==> images/layer_met1.png <==
Supply wires on this layer in gray.
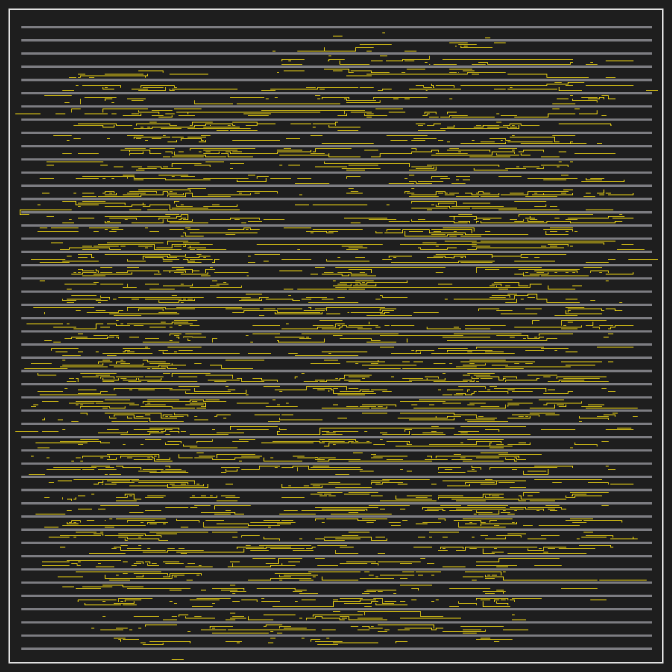
==> images/metal_density.png <==
The die is cut into 27 by 27 equal tiles; black is low, pale yellow is high, scaled to the fullest tile. Values are wire area over tile area, all layers added.
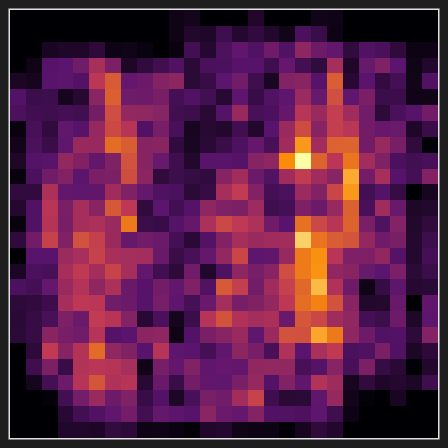
==> config.mk <==
export PLATFORM = sky130hd
export DESIGN_NAME = antilog_converter
export DESIGN_NICKNAME = d
export VERILOG_FILES = /design/src/rtl/antilog_converter.sv
export SDC_FILE = /design/constraint.sdc
export NUM_CORES = 1
export LEC_CHECK = 0
export CAP_MARGIN = 20
export CELL_PAD_IN_SITES_DETAIL_PLACEMENT = 1
export CELL_PAD_IN_SITES_GLOBAL_PLACEMENT = 2
export CORE_MARGIN = 2
export CORE_UTILIZATION = 34
export CTS_CLUSTER_DIAMETER = 100
export DETAILED_ROUTE_END_ITERATION = 10
export PLACE_DENSITY = 0.77
export SLEW_MARGIN = 20
export SYNTH_ARGS = -nofsm -noshare
export SYNTH_HDL_FRONTEND = slang
export SYNTH_SLANG_ARGS = --single-unit
export TNS_END_PERCENT = 100
==> constraint.sdc <==
create_clock -name clk -period 1.9 [get_ports clk]
set_clock_uncertainty 0.2 [all_clocks]
set_input_delay 0.38 -clock clk [delete_from_list [all_inputs] [get_ports clk]]
set_output_delay 0.38 -clock clk [all_outputs]
set_load 0.03 [all_outputs]
==> src/rtl/antilog_converter.sv <==
// antilog_converter: log-domain to linear converter (descale, split, Mitchell shift), 3-stage valid/ready pipeline
module antilog_converter #(
    parameter int DATA_W   = 32,
    parameter int INT_W    = 6,
    parameter int FRAC_W   = 16,
    parameter int SCALE_EN = 1
) (
    input  logic                    clk,
    input  logic                    rst,
    input  logic                    in_valid,
    output logic                    in_ready,
    input  logic [INT_W+FRAC_W-1:0] in_log,
    input  logic                    in_zero,
    output logic                    out_valid,
    input  logic                    out_ready,
    output logic [DATA_W-1:0]       out_data,
    output logic                    out_sat
);
    localparam int LW = INT_W + FRAC_W;

    logic              load1, load2, load3;
    logic              v1_q, v1_d, z1_q, z1_d;
    logic [LW-1:0]     y1_q, y1_d;
    logic              v2_q, v2_d, z2_q, z2_d, sat2_q, sat2_d;
    logic [INT_W-1:0]  w2_q, w2_d;
    logic [FRAC_W:0]   m2_q, m2_d;
    logic              v3_q, v3_d, sat3_q, sat3_d;
    logic [DATA_W-1:0] d3_q, d3_d;

    // A stage loads when empty or when its contents move on this cycle
    always_comb begin
        load3 = !v3_q || out_ready;
        load2 = !v2_q || load3;
        load1 = !v1_q || load2;
    end

    assign in_ready  = load1;
    assign out_valid = v3_q;
    assign out_data  = d3_q;
    assign out_sat   = sat3_q;

    // S1: remove the 1.0111b scale by multiplying with 0.1011b (truncating shifts)
    always_comb begin
        v1_d = v1_q;
        y1_d = y1_q;
        z1_d = z1_q;
        if (load1) begin
            v1_d = in_valid;
            y1_d = (SCALE_EN != 0) ? (in_log >> 1) + (in_log >> 3) + (in_log >> 4) : in_log;
            z1_d = in_zero;
        end
    end

    // S2: split into exponent and mantissa 1.f, flag exponents that overflow the output
    always_comb begin
        v2_d   = v2_q;
        w2_d   = w2_q;
        m2_d   = m2_q;
        sat2_d = sat2_q;
        z2_d   = z2_q;
        if (load2) begin
            v2_d   = v1_q;
            w2_d   = y1_q[LW-1:FRAC_W];
            m2_d   = {1'b1, y1_q[FRAC_W-1:0]};
            sat2_d = (int'(y1_q[LW-1:FRAC_W]) >= DATA_W) && !z1_q;
            z2_d   = z1_q;
        end
    end

    // S3: (1.f) << w as one left shift followed by dropping the fraction bits; zero beats saturation
    always_comb begin
        v3_d   = v3_q;
        d3_d   = d3_q;
        sat3_d = sat3_q;
        if (load3) begin
            v3_d   = v2_q;
            d3_d   = z2_q ? '0 : sat2_q ? '1 : DATA_W'(({{DATA_W{1'b0}}, m2_q} << w2_q) >> FRAC_W);
            sat3_d = sat2_q && !z2_q;
        end
    end

    // Pipeline registers, cleared asynchronously
    always_ff @(posedge clk or negedge rst) begin
        if (!rst) begin
            v1_q   <= 1'b0;
            y1_q   <= '0;
            z1_q   <= 1'b0;
            v2_q   <= 1'b0;
            w2_q   <= '0;
            m2_q   <= '0;
            sat2_q <= 1'b0;
            z2_q   <= 1'b0;
            v3_q   <= 1'b0;
            d3_q   <= '0;
            sat3_q <= 1'b0;
        end else begin
            v1_q   <= v1_d;
            y1_q   <= y1_d;
            z1_q   <= z1_d;
            v2_q   <= v2_d;
            w2_q   <= w2_d;
            m2_q   <= m2_d;
            sat2_q <= sat2_d;
            z2_q   <= z2_d;
            v3_q   <= v3_d;
            d3_q   <= d3_d;
            sat3_q <= sat3_d;
        end
    end
endmodule

==> results.txt <==
yosys + openroad results -> Via density 5.39, chip width 134 µm, internal power between 8000 and 9000 µW, clock-cell share of area ~3.6%, top post-synthesis cells by count dfrtp_1 (84), a21oi_1 (58), nor2_1 (54), asr flop ratio synth 100%, antenna violations before repair 0, TAP cells between 200 and 250, most common logic cells in the final layout buf_4 (151), dfrtp_1 (81), nand2_1 (48), global-route track usage on met2 approximately two fifths, Residual DRC 0, post-route setup slack -0.795 ns, Row Count roughly 47, Post-CTS Setup Inserts 20, crit path launch in_log[3], post-route minimum period 2.70 ns, PwrDens 1600 nW/µm², Non-clk bufs about 240, CTS Buf Count 9, Clock Latency Late Sink approximately 0.34 ns, gr ovfl total 0, Top delay family on crit path AND-OR/OR-AND gates, routed wl met3 409 µm, Resized cells post-CTS roughly 190, number of hold buffers added after CTS 1, Reg power frac 21.2%, nonclk inv count 12, status finished with violations, WS Path Type in -> reg, Synth Warn # 0, CP max stage delay roughly 0.6 ns, Setup crit start kind input port, switching part of the total between 40% and 50%, port bufs 60, power share of the combinational group ~66%, Routed Antenna Nets 0, Post-Layout Inst Area between 9000 and 10000 µm², cells along the critical path buf_8, fa_2, ha_4, a211o_1, a211o_1, a31o_4, a2111oi_4, and3b_1, combinational share of cell area 46.7%, Area leader share between 30% and 40%, Placer Congestion about 0.9, FF-to-FF Start w2_q[0], worst-margin pin slew approximately 0.50 ns, Seq cells post-synth approximately 84, Synth Seq Share around 37%, GR Util met3 around 2.5%, Ports about 62, 1st-iter DRT viols 204, multiplexer area fraction after synthesis approximately 16%, synth unique cells ~60, flip-flops with a built-in enable 0, Rel. slew slack between 60 and 70%, final worst hold slack roughly 0.27 ns, Main area contributors dfrtp_1 (37%), fa_1 (6.6%), mux2_2 (5.7%), setup_tns -21.45 ns, H-tree depth 3, FF/Latch Area around 2100 µm², CLK BUF 11, failing checks negative setup slack, register share of the cell area between 20% and 30%, net switching power 6040 µW, Logic family by area AND-OR/OR-AND gates, via count around 5500, gate count of the mapped netlist approximately 560, layout cell share with drive strength beyond 1 about half, Cell Area, Synth 5750 µm², Setup Viol. Count Final 49, critical path capture point y1_q[18]
Back to the opening pictures, layer_met1.png:
main direction: horizontal
wire length on this layer: 8100 µm

Back to the opening pictures, metal_density.png:
tiles over half the peak: 9.7%
nearly empty tiles: 10%
fullest tile: 0.63
densest ninth of the die: east
mean over tiles: 0.17

No activity file was given, so power comes from the tool's default toggle rates.
